### src/rtl/wb_stage_pipe.sv
// RV32I write-back stage: source select, load alignment/extension, write gating,
// 2-entry skid buffer with valid/ready on both sides, and a retired-write counter.
module wb_stage_pipe #(
    parameter int XLEN  = 32,
    parameter int NSRC  = 4,
    parameter int SEL_W = $clog2(NSRC),
    parameter int RA_W  = 5,
    parameter int CNT_W = 32
) (
    input  logic                 CLK,
    input  logic                 RST,
    input  logic                 VALID_IN,
    output logic                 READY_OUT,
    input  logic [SEL_W-1:0]     CRT_WB_SEL,
    input  logic [NSRC*XLEN-1:0] DATA_IN,
    input  logic [2:0]           LOAD_FUNCT3,
    input  logic [1:0]           ADDR_LSB,
    input  logic [RA_W-1:0]      RD_IN,
    input  logic                 WE_IN,
    input  logic                 FLUSH,
    output logic                 VALID_OUT,
    input  logic                 READY_IN,
    output logic [XLEN-1:0]      DATA_OUT,
    output logic [RA_W-1:0]      RD_OUT,
    output logic                 WE_OUT,
    output logic                 MISALIGN_OUT,
    output logic [CNT_W-1:0]     RETIRE_CNT
);

    typedef enum logic [1:0] {EMPTY, ONE, FULL} state_t;

    typedef struct packed {
        logic [XLEN-1:0] data;
        logic [RA_W-1:0] rd;
        logic            we;
        logic            mis;
    } entry_t;

    state_t           state_q, state_d;
    logic             ready_q;
    entry_t           head_q, tail_q, fmt;
    logic [CNT_W-1:0] cnt_q;

    logic [XLEN-1:0]  src_sel, load_data;
    logic             sel_ok, load_bad;
    logic [31:0]      word_v;
    logic [7:0]       byte_v;
    logic [15:0]      half_v;
    logic             accept, xfer;

    // Load extraction always works on the low word of source 0.
    assign word_v = DATA_IN[31:0];
    assign byte_v = word_v[{ADDR_LSB, 3'b000} +: 8];
    assign half_v = word_v[{ADDR_LSB[1], 4'b0000} +: 16];

    // NOTE: every variable written in a combinational block gets a default
    // first, so no path leaves it unassigned and no latch is inferred.
    always_comb begin
        src_sel = '0;
        sel_ok  = 1'b0;
        for (int k = 0; k < NSRC; k++) begin
            if (int'(CRT_WB_SEL) == k) begin
                src_sel = DATA_IN[k*XLEN +: XLEN];
                sel_ok  = 1'b1;
            end
        end
    end

    always_comb begin
        load_data = '0;
        load_bad  = 1'b0;
        unique case (LOAD_FUNCT3)
            3'b000: load_data = XLEN'($signed(byte_v));
            3'b100: load_data = XLEN'(byte_v);
            3'b001: if (ADDR_LSB[0]) load_bad = 1'b1;
                    else             load_data = XLEN'($signed(half_v));
            3'b101: if (ADDR_LSB[0]) load_bad = 1'b1;
                    else             load_data = XLEN'(half_v);
            3'b010: if (ADDR_LSB != 2'b00) load_bad = 1'b1;
                    else                   load_data = XLEN'($signed(word_v));
            default: load_bad = 1'b1;
        endcase
    end

    always_comb begin
        fmt.data = '0;
        fmt.rd   = RD_IN;
        fmt.we   = 1'b0;
        fmt.mis  = 1'b0;
        if (sel_ok) begin
            if (CRT_WB_SEL == '0) begin
                if (load_bad) begin
                    fmt.mis = 1'b1;
                end else begin
                    fmt.data = load_data;
                    fmt.we   = WE_IN;
                end
            end else begin
                fmt.data = src_sel;
                fmt.we   = WE_IN;
            end
        end
        // x0 is hardwired: data still flows for forwarding, the write does not.
        if (RD_IN == '0) fmt.we = 1'b0;
    end

    assign accept = VALID_IN & ready_q & ~FLUSH;
    assign xfer   = (state_q != EMPTY) & READY_IN;

    always_comb begin
        state_d = state_q;
        unique case (state_q)
            EMPTY: if (accept) state_d = ONE;
            ONE: begin
                if (accept && !xfer)      state_d = FULL;
                else if (!accept && xfer) state_d = EMPTY;
            end
            FULL:  if (xfer) state_d = ONE;
            default: state_d = EMPTY;
        endcase
        if (FLUSH) state_d = EMPTY;
    end

    // NOTE: sequential state uses non-blocking assignments so every register
    // samples pre-edge values regardless of statement order.
    // NOTE: the buffer entries are reset because the head is visible on the
    // outputs and must read as zero while in reset.
    always_ff @(posedge CLK) begin
        if (RST) begin
            state_q <= EMPTY;
            ready_q <= 1'b0;
            head_q  <= '0;
            tail_q  <= '0;
            cnt_q   <= '0;
        end else begin
            state_q <= state_d;
            ready_q <= (state_d != FULL);
            if (xfer && head_q.we) cnt_q <= cnt_q + CNT_W'(1);
            unique case (state_q)
                EMPTY: if (accept) head_q <= fmt;
                ONE: begin
                    if (accept && xfer) head_q <= fmt;
                    else if (accept)    tail_q <= fmt;
                end
                FULL:  if (xfer) head_q <= tail_q;
                default: ;
            endcase
        end
    end

    assign READY_OUT    = ready_q;
    assign VALID_OUT    = (state_q != EMPTY);
    assign DATA_OUT     = head_q.data;
    assign RD_OUT       = head_q.rd;
    assign WE_OUT       = head_q.we & VALID_OUT;
    assign MISALIGN_OUT = head_q.mis;
    assign RETIRE_CNT   = cnt_q;

endmodule

### config.mk
export PLATFORM = sky130hd
export DESIGN_NAME = wb_stage_pipe
export DESIGN_NICKNAME = d
export VERILOG_FILES = /design/src/rtl/wb_stage_pipe.sv
export SDC_FILE = /design/constraint.sdc
export NUM_CORES = 1
export LEC_CHECK = 0
export CORE_ASPECT_RATIO = 1.5
export CORE_UTILIZATION = 37
export DETAILED_ROUTE_END_ITERATION = 16
export DONT_BUFFER_PORTS = 1
export PLACE_DENSITY = 0.55
export SYNTH_ARGS = -nofsm -noshare
export SYNTH_HDL_FRONTEND = slang
export SYNTH_SLANG_ARGS = --single-unit
### constraint.sdc
create_clock -name CLK -period 4.36 [get_ports CLK]
set_input_delay 0.872 -clock CLK [delete_from_list [all_inputs] [get_ports CLK]]
set_output_delay 0.872 -clock CLK [all_outputs]
set_load 0.01 [all_outputs]
Fig. 1: run 1, clock nets
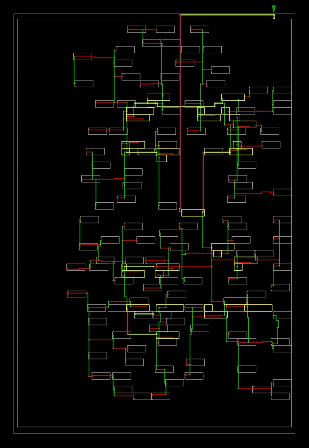
Clock Sinks: 113
Layout clock buffers: 17
worst clock skew: 0.0113 ns
clock group power: 1.45 mW
later-pin clock latency in the skew report: 0.41 ns

Fig. 2: run 1, clock network drawn from the DEF
Drawn at 3 px/um.
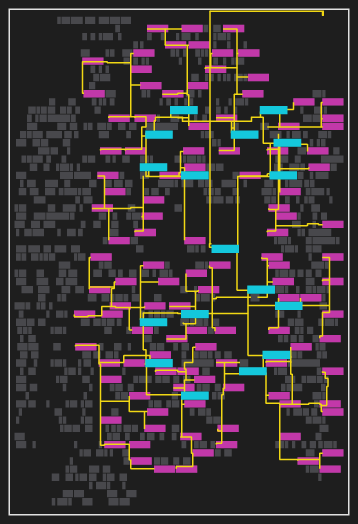
[flip-flops] magenta | count: 113
[clock wires] yellow | length: 1560 um
[clock-net drivers] cyan | count: 17
flops lie	widely spread
routed clock nets	18

Fig. 3: run 1, cell classes on the final placement
Drawn at 2 px/um. Fill, decap, tap and diode cells in grey.
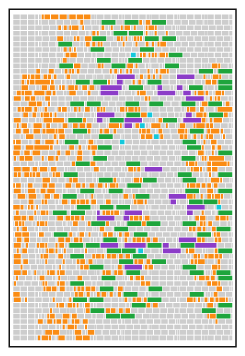
class	colour	cells
registers	green	113
remaining logic cells	orange	616
remaining buffers and delay cells	cyan	7
clock drivers and dummy loads	purple	32
sequential fraction of total cell area: 31.6%
final instance area: 7160 sq um
core footprint: 17900 sq um
share of the core filled with cells: 39.9%
Std-Cell Rows: 60

==> run notes, run 1 <==
The run finished with clean final reports. Layout filler cell count: 1823. Total vias in the final route: 5797. After clock tree synthesis, the clock-pin slew on the worst setup and hold paths is 0.06 ns. The cell area after technology mapping was 6800 sq um; the average detailed-routed wire length per instance was 20.3 um. Measured in cells, the most critical reg-to-reg path has a length of 5.

The non-clock buffer area fraction after layout came out at 0.734%. The worst setup path endpoint is DATA_OUT[18]. The register with the most flip-flops in the layout has 39 of them. Looking at the cell usage after synthesis, the top flip-flop cell is dfxtp_1. Leaving out the clock tree, the finished layout contains a buffer count of 7.

TritonCTS built the clock tree. According to the cell report, the number of logic gates is 597. Per the OpenROAD floorplan log, the height of the die is 168 um. Per the hold report, the tightest min-delay path originates at tail_q[9]. The final timing report gives a worst setup slack of 2.01 ns. In this run the tightest slew margin relative to its limit is 27.8%.

The type of the worst min-delay path is register to register. Detailed placement ended at an HPWL of 14.3 mm. A synthesized cell averages 8.15 sq um.

The post-synth count of flops with an enable pin is 0. The biggest area consumer among synthesized cells was dfxtp_1. The highest supply drop recorded on VDD is 0.234 mV. With the stage-log warning count at 28, the mux contribution to synthesized area is 7.31%. The report gives the cell count of the worst hold path as 2. In this design, the stage delay of the slowest critical-path cell is 0.59 ns. Global-route layer with the greatest usage: met2. The tools report the initial antenna violation count as 0. In this run the horizontal extent of the chip is 113 um. The tools report the hold-critical path endpoint as tail_q[9]. Logic share of the area: 54.2%. The share of the core area taken by cells at floorplan is 37.9%.

Clock tree synthesis selected as its root buffer the cell clkbuf_16. The largest cell class by area is multi-input combinational cells. The detail route stage leaves a number of antenna-violating nets equal to 0. The run gives 0 for the remaining routing DRC violations. For the total instance count after detailed placement, the log shows 953. STA classifies the critical path startpoint as a register. The tools report the final instance count without filler cells as 985. The run gives 474 as the initial detailed-routing violation count. The met2 capacity usage during global routing is 34.9%, and the total area of sequential cells is 2260 sq um. Power attributed to combinational cells is 0.213 mW. The leading power group was clock.

With the via count of the first global-routing pass at 5410, the number of signal-net inverters in the final layout is 19. 219 I/O pins were placed. The largest combinational cell category by area was AND-OR/OR-AND gates.

Per the summary, power density relative to cell area is 383 nW/um^2. The async set-reset flop share out of synthesis works out to 0%. The synth_stat.txt file lists the number of cells as 834. In the layout the commonest cells are dfxtp_1, nand2_1, nor2_1.

In this run the critical register-to-register path is captured at DATA_OUT[18]. The tool flagged a number of max-cap violations equal to 0. The number of clock buffers added by TritonCTS is 17. Setup violations remaining at the end of the flow were counted as 0. The sum of internal, switching and leakage power is 2.74 mW.

The run gives 4 as the H-tree level count. The worst flop-to-flop path startpoint is state_q[1]. The share of total power dissipated in the clock network is 52.8%.

CTS reports a maximum clock tree buffer depth of 2. The number of buffers and inverters on the critical path came out at 1. Per the detailed placement report, the placed cell area equals 6540 sq um. By instance count, the leading cell after synthesis is dfxtp_1. The run gives 0 as the count of final hold-check violations. Sequential element share of the synthesized area: 33.3%.

Setup repair after global routing left no endpoint under its margin. The run gives 0 as the antenna diode count. The total met2 wirelength after detailed routing came out at 9.83 mm.

For reference, the top cells by count after synthesis are dfxtp_1, nand2_1, nor2_1, buf_4. With the total length of routed wires at 20.0 mm, the total negative slack for setup checks is 0 ns. STA on the placed design reports a worst setup slack of 1.66 ns. The met1 wire length is 8.15 mm, and the simple-gate share of the synthesized area is 22.2%.

Fraction of met3 tracks used by global routing: 6.01%. In the post-synthesis netlist, the biggest area contributors are dfxtp_1, nand2_1, mux2i_1, buf_4, nor2_1. Number of port buffers: 0.

For this run, the top clock speed supported by timing is 0.425 GHz. The net switching power in the latest report is 0.680 mW. In this run the top signal layer used is met4. For the pin with the worst max-slew slack, the measured transition is 1.08 ns. Post-synthesis instance total: 834. Walking the critical path from launch to capture passes 5 cell instances. Count of instances resized after the clock tree is built: 0.

The tightest hold margin was 0.453 ns. Listed in order, past its start point the critical path passes nor2b_4, buf_4, nor2_1, nand2_1, o22ai_1. Data on the critical path is required at its endpoint by 4.62 ns. The run gives 33.3% for the area share of the largest cell type after synthesis. The total number of tap cells is 217. The netlist uses 72 different library cells. The switching portion of total power is 24.8%, and the sequential share of power is 39.5%.

For the combinational gate area, the log shows 3880 sq um. At the end of the flow, the number of nets in the layout was 902. The clock period could shrink to 2.35 ns. Maximum fanout encountered on the critical timing path: 44. Per the OpenROAD power report, leakage power amounts to 2.60 nW.

The internal power of the cells totals 2.06 mW. The family with the most delay on the worst path is simple AND/OR/NAND/NOR gates. Summing the areas of all fa, ha and maj instances in the mapped netlist gives 0.184% of the synthesized area.

After Yosys synthesis, XOR and XNOR cells account for 3.35% of the synthesized area. The post-CTS hold buffer count recorded in the log is 0. The amount of wire on met3 after detailed routing was 1.50 mm; the compound-gate portion of the synthesized area was 23.9%. The first global-routing pass estimated 30.4 mm of wire. Entering global routing, the biggest net connects 116 pins. The overall die size recorded for this design is 18900 sq um. In the global route stage, overall resource usage came out at 20.8%. The arrival time of data at the worst endpoint is listed as 2.61 ns. The area overhead of the layout relative to synthesis was 5.26%. The number of setup buffers added after CTS is 0.

The worst setup path is of the register to register kind. In the global route stage, met1 resource usage came out at 24.5%. Per STA, the startpoint of the critical path is state_q[1]. Per the GRT congestion report, total overflow comes to 0. When the netlist entered floorplanning its net count stood at 981.

The final-report max-slew violation count is 0. The worst setup path is captured at a register. With the tally of yosys warning messages at 0, the layout cell share with drive strength beyond 1 is 9.77%.

Using the TritonRoute via totals, the vias-per-cell ratio works out to 5.89. The flow reports power dissipated in sequential cells as 1.08 mW. Counting only logic cells after layout, the most numerous master is dfxtp_1. The stat command in Yosys gives a chip area of 6800 sq um.

The fraction of power consumed by combinational cells was 7.8%; the number of iterations in the first detailed-routing pass was 5. For the reg-to-reg setup timing slack, the log shows 2.01 ns. RePlAce ended its routability-driven mode at a weighted congestion of 0.853. Register ranked first by flip-flop count: tail_q. The clock-cell share of area came out at 8.67%. The worst path uses 53.9% of the clock period. Sequential cells placed in the final layout were counted as 113. After synthesis the netlist holds a flip-flop and latch count of 113. Among all stages on the critical path, the largest delay is contributed by nand2_1.
==> run 2: changes to the inputs <==
==> constraint.sdc (replaced) <==
create_clock -name CLK -period 2.4 [get_ports CLK]
set_input_delay 0.48 -clock CLK [delete_from_list [all_inputs] [get_ports CLK]]
set_output_delay 0.48 -clock CLK [all_outputs]
set_load 0.01 [all_outputs]
Fig. 4: run 2, clock nets
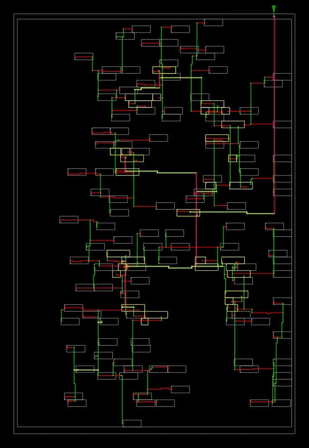
clock group power: 2.52 mW
number of sequential cells in the layout: 113
Num CTS Buffers: 17

Fig. 5: run 2, cell classes on the final placement
Drawn at 2 px/um. Fill, decap, tap and diode cells in grey.
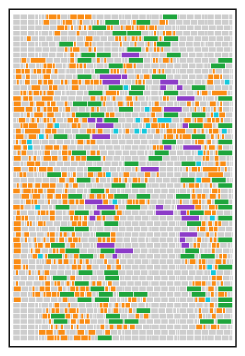
class	colour	cells
clock drivers and dummy loads	purple	32
remaining logic cells	orange	616
remaining buffers and delay cells	cyan	26
registers	green	113

Fig. 6: run 2, cell density map
Drawn at 1.5 px/um. The die is cut into 11 by 17 equal tiles; black is low, pale yellow is high, 0 to 100% covered.
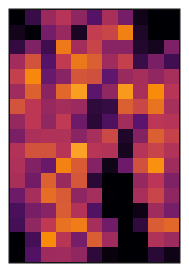
mean over tiles	37%
tiles over 75% full	2.1%
nearly empty tiles	11%
fullest tile	80%

==> run 2 against run 1 <==
Net effect:
- sequential power grew 82%
- routed wire length is 3.2% higher
- global-route usage rose by 0.61 points
- cell area grew 1.7%
- worst setup slack worse by 1.7 ns
- register-to-register slack got worse by 1.7 ns
- first-iteration DRC count decreased by 18%
- critical path depth did not move
- final cell count up 1.9%
- largest cell class unchanged
- largest power group unchanged
- highest routed layer unchanged
==> run notes, run 2 <==
With the switching power summed over all nets at 1.31 mW (+93%), the arrival time reported for the critical path endpoint is 2.43 ns (-0.18 ns). The count of maximum capacitance violations was 0 (unchanged). Sequential element share of the synthesized area: 33.3% (unchanged).

The number of signal-net inverters in the final layout is 19 (unchanged). The tools report the hold-critical path endpoint as RETIRE_CNT[28]. Grouping non-sequential cells by family puts the most area in AND-OR/OR-AND gates. The area of the die is 18900 sq um (unchanged), and the setup skew after layout is 0.0125 ns (+0.00122 ns). For the global router's overall resource usage, the log shows 21.4% (+0.61 points). The delay of the slowest critical-path stage was 0.56 ns (-0.03 ns); the layout cell share with drive strength beyond 1 was 11.9% (+2.2 points). The top logic cell by instance count in the layout is dfxtp_1. The clock edge transition at the registers on the reported setup and hold paths came out at 0.06 ns (about the same). With the number of port buffers at 0 (unchanged), the slack of the critical path is 0.312 ns (-1.70 ns).

The stage-log warning count came out at 28 (unchanged). The final core area utilization is 40.6% (+0.68 points). The total instance count after detailed placement is 972 (+2.0%).

The tools report the sum of internal, switching and leakage power as 4.88 mW (+78%). With the mux contribution to synthesized area at 7.31% (unchanged), the number of instances on the worst hold path is 1 (-1). The number of clock buffers in the layout is 17 (unchanged). The run gives 921 (+2.1%) for the final layout net count.

The count of instances resized after the clock tree is built is 0 (unchanged), and the async set-reset flop share out of synthesis is 0% (unchanged). The total negative slack for setup checks came out at 0 ns (unchanged). The depth of the worst register-to-register path is 5 (unchanged). The cts-stage hold buffer count is 0 (unchanged), and the via count of the first global-routing pass is 5776 (+6.8%).

Following the worst setup path forward leads to its endpoint at RETIRE_CNT[30]. The number of nets in the synthesized netlist came out at 981 (unchanged). The run gives 113 (unchanged) for the number of synthesized register bits. The final instance count without filler cells was 1004 (+1.9%). The clock period minus worst slack is 2.09 ns (-0.262 ns). The fmax is 0.479 GHz (+13%). The maximum ir drop on the vdd rail was 0.471 mV (+100%).

Number of stages on the worst setup path: 5 (unchanged). The tools report the worst-skew pair later-pin latency as 0.42 ns (about the same). Leakage power summed over all cells: 2.68 nW (+3.3%). The biggest slice of the area belongs to multi-input combinational cells. The run gives 23.9% (unchanged) for the compound-gate portion of the synthesized area. The most used standard cell by instance count after synthesis is dfxtp_1. Leaving out fill and tap cells, the most frequent cells in the layout are dfxtp_1, nand2_1, nor2_1.

For the layout multi-input combinational cell count, the log shows 597 (unchanged). Looking at the group totals, the largest power group turns out to be clock. The total met2 wirelength after detailed routing was 10.2 mm (+3.6%). The power density normalized to cell area came out at 671 nW/um^2 (+75%). In this design, the largest share of critical-path delay is due to simple AND/OR/NAND/NOR gates. The run gives 26.9% (+2.1 points) for the switching portion of total power. The clock sink total was 113 (unchanged). The logs give 0.31 ns (-1.70 ns) for the reg-to-reg setup timing slack and 388 (-18%) for the initial detailed-routing violation count. The tools report the worst flop-to-flop path endpoint as RETIRE_CNT[30]. The tools report the number of ports placed on the die boundary as 219 (unchanged). With the sequential-cell power consumption at 1.97 mW (+82%), the non-clock buffer area fraction after layout is 2.85% (+2.1 points). The logs give 0 (unchanged) for the remaining antenna violation count and 8.1% (+0.3 points) for the fraction of power consumed by combinational cells. The simple-gate share of the synthesized area is 22.2% (unchanged). The kind of critical path is register to register. Clock tree synthesis selected as its root buffer the cell clkbuf_16.

The tools report the total internal power as 3.57 mW (+73%). The global routing stage identified its most utilized layer as met2. The total half-perimeter wirelength after legalization and detailed placement was 15.0 mm (+4.6%); the maximum fanout encountered on the critical timing path was 9 (-80%). By count the netlist is led by dfxtp_1, nand2_1, nor2_1, buf_4. The max-slew headroom at the worst pin is 18.9% (-8.9 points).

The standard cell core area is 17900 sq um (unchanged), and the fraction of power consumed by the clock network is 51.5% (-1.3 points). The antenna diode count is 0 (unchanged). The run gives 60 (unchanged) for the number of placement rows. Setup repair after global routing left no endpoint under its margin. Worst flop-to-flop path startpoint: state_q[1]. Post-synthesis xor/xnor area fraction: 3.35% (unchanged).

The run finished with clean final reports. The tools report the remaining routing DRC violations as 0 (unchanged). Traced cell by cell, the critical path runs through o211ai_2, nor4_2, nand3_1, or3_1, a21oi_1. Number of buffers inserted to repair setup after CTS: 0 (unchanged). The tools report the remaining global-route overflow as 0 (unchanged). The tools report the setup slack after placement as 0.283 ns (-1.37 ns).

The post-route cell area came out at 7280 sq um (+1.7%). Count of unique library cells instantiated by Yosys: 72 (unchanged). The type of the worst min-delay path is input pin to register.

The proportion of cell area occupied by registers was 31.1% (-0.53 points); the cell area after technology mapping was 6800 sq um (unchanged). The maximum clock path buffer count was 2 (unchanged). The tools report the post-synthesis instance total as 834 (unchanged).

Per the run report, area growth between synthesis and finish was 7.05%. With the number of cells in Yosys stat at 834 (unchanged), the largest net degree at the start of global routing is 116 (unchanged). The tools report the number of iterations in the first detailed-routing pass as 5 (unchanged). The run gives 53.3% (-0.90 points) for the logic share of the area. The fraction of the mapped netlist area in adder cells was 0.184% (unchanged); the total area of sequential cells was 2260 sq um (unchanged). The met1 track demand over resource was 24.7% (+0.13 points); the transition time at the pin with the least slew margin was 1.21 ns (+0.133 ns). The run gives 0 (unchanged) for the number of synthesized flops with an enable pin. The launch point of the critical path was reported as state_q[1]. TritonCTS built the clock tree.

The average detailed-routed wire length per instance is 20.6 um (+1.3%), and the total number of tap cells is 217 (unchanged).
==> run 3: changes to the inputs <==
--- a/config.mk
+++ b/config.mk
@@ -10,6 +10,7 @@
 export DETAILED_ROUTE_END_ITERATION = 16
 export DONT_BUFFER_PORTS = 1
 export PLACE_DENSITY = 0.55
+export REMOVE_ABC_BUFFERS = 1
 export SYNTH_ARGS = -nofsm -noshare
 export SYNTH_HDL_FRONTEND = slang
 export SYNTH_SLANG_ARGS = --single-unit
Fig. 7: run 3, clock network drawn from the DEF
Drawn at 3 px/um.
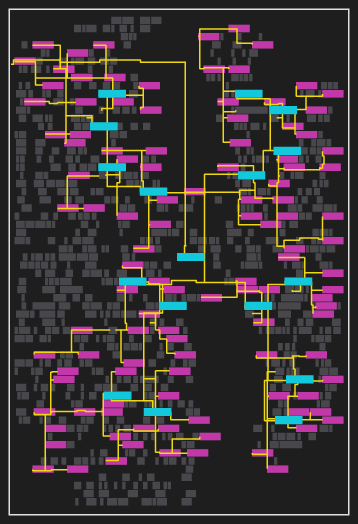
[clock wires] yellow | length: 1680 um
[clock-net drivers] cyan | count: 17
[flip-flops] magenta | count: 113
routed clock nets	18
worst clock skew: 0.00975 ns
clock group power: 2.43 mW

Fig. 8: run 3, cell classes on the final placement
Drawn at 2 px/um. Fill, decap, tap and diode cells in grey.
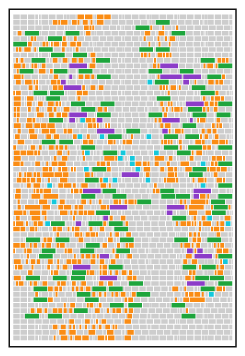
class	colour	cells
clock drivers and dummy loads	purple	32
registers	green	113
remaining buffers and delay cells	cyan	25
remaining logic cells	orange	616

Fig. 9: run 3, a small window of the routed layout
Window x 44 to 69, y 72 to 97 um. Cells in grey, sequential cells in the stronger grey; small squares are vias.
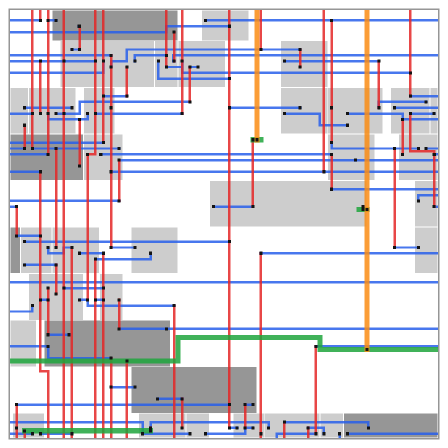
layer	colour
M1	blue
M4	orange
M3	green
M2	red
most frequent	buf_4 (7), dfxtp_1 (5)
cells with their middle in the window	32
netlist names of flops here include	DATA_OUT (3), tail_q (2)
sequential cells in the window	5

==> run 3 against run 2 <==
Net effect:
- final cell count is the same
- critical path type unchanged
- sequential power about the same
- cell area shrank 0.43%
- count of clock-buffer cells in the layout is 1 higher
- largest cell class unchanged
- first-iteration DRC count is 19% lower
==> run notes, run 3 <==
The flow ran to the end, and the final reports show no timing, DRC or antenna violations. Yosys attributes the largest share of cell area to dfxtp_1, nand2_1, mux2i_1, buf_4, nor2_1. The run gives 0 (unchanged) as the count of instances resized after the clock tree is built.

The tools report the sequential-cell power consumption as 1.97 mW (about the same). The maximum fanout encountered on the critical timing path is 11 (+2). Stage-log warning count: 27 (-3.6%). The post-route cell area is 7250 sq um (-0.43%), and the number of instances on the worst hold path is 1 (unchanged).

For the maximum clock path buffer count, the log shows 2 (unchanged). The number of buffers inserted to repair setup after CTS was 0 (unchanged). The post-synthesis instance total was 834 (unchanged).

STA lists the endpoint of the worst register-to-register path as RETIRE_CNT[30]. The number of iterations in the first detailed-routing pass is 5 (unchanged), and the switching portion of total power is 25.7% (-1.2 points). The area of the die came out at 18900 sq um (unchanged). The kind of critical path is register to register. For the TritonCTS buffer count, the log shows 17 (unchanged). The tools report the launch point of the critical path as state_q[0]. The path class of the tightest hold or removal check is input pin to register. The fmax came out at 0.511 GHz (+6.7%).

Hold analysis lists the worst path endpoint as RETIRE_CNT[16]. Number of buffers and inverters on the critical path: 1. For the final instance count without filler cells, the log shows 1004 (unchanged). The number of clock buffers in the layout was 18 (+1); the arrival time reported for the critical path endpoint was 2.31 ns (-0.12 ns). The clock period minus worst slack came out at 1.96 ns (-0.132 ns). Mux contribution to synthesized area: 7.31% (unchanged). The commonest cells after synthesis are dfxtp_1, nand2_1, nor2_1, buf_4. Layout multi-input combinational cell count: 597 (unchanged). Initial antenna violation count: 1. The delay of the slowest critical-path stage was 0.51 ns (-0.05 ns); the sum of internal, switching and leakage power was 4.79 mW (-1.9%).

The run gives 0 (unchanged) as the remaining global-route overflow. The biggest area consumer among synthesized cells was dfxtp_1. The number of synthesized register bits was 113 (unchanged); the async set-reset flop share out of synthesis was 0% (unchanged). The run gives 0 ns (unchanged) as the total negative slack for setup checks. The worst flop-to-flop path startpoint is state_q[0].

The number of synthesized flops with an enable pin is 0 (unchanged). The via count of the first global-routing pass was 5611 (-2.9%). The run gives 116 (unchanged) for the largest net degree at the start of global routing. The total number of tap cells was 217 (unchanged). The layer flagged by global routing as most heavily used is met2. The compound-gate portion of the synthesized area was 23.9% (unchanged); the clock sink total was 113 (unchanged). Setup repair after global routing left no endpoint under its margin. The die is 168 um tall. The run gives 1.23 mW (-6.1%) for the switching power summed over all nets.

met3 track demand over resource after global routing is 8.14%. The tools report the number of cells in Yosys stat as 834 (unchanged). With the average detailed-routed wire length per instance at 21.2 um (+3.0%), the die width is 113 um. The remaining routing DRC violations came out at 0 (unchanged). The flow measured a signed area growth from synthesis to layout of 6.59%. The synthesis run identifies the leading combinational cell family as AND-OR/OR-AND gates. The logs give 8.1% (about the same) for the fraction of power consumed by combinational cells and 1 (+1) for the antenna diode count.

The total internal power is 3.55 mW (-0.36%), and the amount of wire on met3 after detailed routing is 1.83 mm. The total half-perimeter wirelength after legalization and detailed placement is 15.1 mm (+0.56%). The critical path's slowest cell is dfxtp_1.

For reference, the critical path cell chain is o211ai_2, nor4_2, buf_4, nand3_1, or3_1, a21oi_1. The tools report the initial detailed-routing violation count as 313 (-19%). The total area of sequential cells was 2260 sq um (unchanged).

Leaving out fill and tap cells, the most frequent cell in the layout is dfxtp_1. Clock-cell share of area: 7.91%. The logs give 0 (unchanged) for the count of maximum capacitance violations and 40.4% (-0.17 points) for the final core area utilization. The register with the most flip-flops in the layout has 39 of them. The final layout net count came out at 920 (-0.11%). In the final report, the number of hold violations comes to 0.

The run gives 2.66 nW (-0.79%) for the leakage power summed over all cells. The transition time at the pin with the least slew margin is 1.11 ns (-0.106 ns). The post-synthesis xor/xnor area fraction is 3.35% (unchanged). Fill cells in the final layout number 1845.

For the combinational group, total power comes out at 0.390 mW. Summed over all layers, the routed wires come to 21.3 mm. Signal nets in the final route climb as high as met4. Post-synthesis, Yosys gives the total cell area as 6800 sq um. The global router's overall resource usage was 22.4% (+1.0 points); the depth of the worst register-to-register path was 6 (+1). The run gives 6800 sq um (unchanged) as the cell area after technology mapping. At the floorplan stage, the core utilization is reported as 37.9%.

STA classifies the critical path endpoint as a register. The run gives 26.0% (+7.1 points) for the max-slew headroom at the worst pin. The met2 capacity usage during global routing was 37.8%; the average via count per standard cell was 5.93. The family with the most delay on the worst path was simple AND/OR/NAND/NOR gates. The tools report the maximum ir drop on the vdd rail as 0.380 mV (-19%).

The non-clock buffer area fraction after layout works out to 2.59% (-0.26 points). Clock tree synthesis selected as its root buffer the cell clkbuf_16. The number of ports placed on the die boundary came out at 219 (unchanged). The worst-skew pair later-pin latency is 0.42 ns (about the same).

The most used flip-flop cell after synthesis is dfxtp_1. The logic share of the area is 53.5% (+0.23 points), and the power density normalized to cell area is 661 nW/um^2 (-1.5%). The setup slack after placement was 0.366 ns (+0.0821 ns). Number of stages on the worst setup path: 6 (+1).

The met1 wire length came out at 8.24 mm. The tools report the total instance count after detailed placement as 971 (-0.10%). Per the cell usage report, the commonest logic cells after layout are dfxtp_1, nand2_1, nor2_1.

With the total met2 wirelength after detailed routing at 10.7 mm (+5.2%), the simple-gate share of the synthesized area is 22.2% (unchanged). The standard cell core area is 17900 sq um (unchanged). TritonCTS built the clock tree. The reg-to-reg setup timing slack was 0.44 ns (+0.13 ns).

Per the area breakdown, the dominant cell category is multi-input combinational cells. Number of port buffers: 0 (unchanged). The synthesis stats list as the most numerous cell dfxtp_1. The sequential cell count is 113 (unchanged), and the combinational gate area is 3880 sq um. The run gives 60 (unchanged) as the number of placement rows. The post-synthesis area per instance is 8.15 sq um.

The run gives 0.184% (unchanged) for the fraction of the mapped netlist area in adder cells. With the count of unique library cells instantiated by Yosys at 72 (unchanged), the met1 track demand over resource is 25.0% (+0.31 points). For the cts-stage hold buffer count, the log shows 0 (unchanged). The fraction of power consumed by the clock network came out at 50.8% (-0.7 points).

The tools report the worst setup path endpoint as RETIRE_CNT[30]. The tools report the remaining antenna violation count as 0 (unchanged). With the layout cell share with drive strength beyond 1 at 11.8% (-0.11 points), the clock edge transition at the registers on the reported setup and hold paths is 0.06 ns (about the same).

Proportion of cell area occupied by registers: 31.2% (+0.13 points). After layout, the worst path uses 81.5% of the clock period. With the number of signal-net inverters in the final layout at 19 (unchanged), the sequential element share of the synthesized area is 33.3% (unchanged). The run gives 0.444 ns (+0.132 ns) as the slack of the critical path.

The biggest slice of the total power is consumed by clock.
Power and IR drop assume default switching activity.
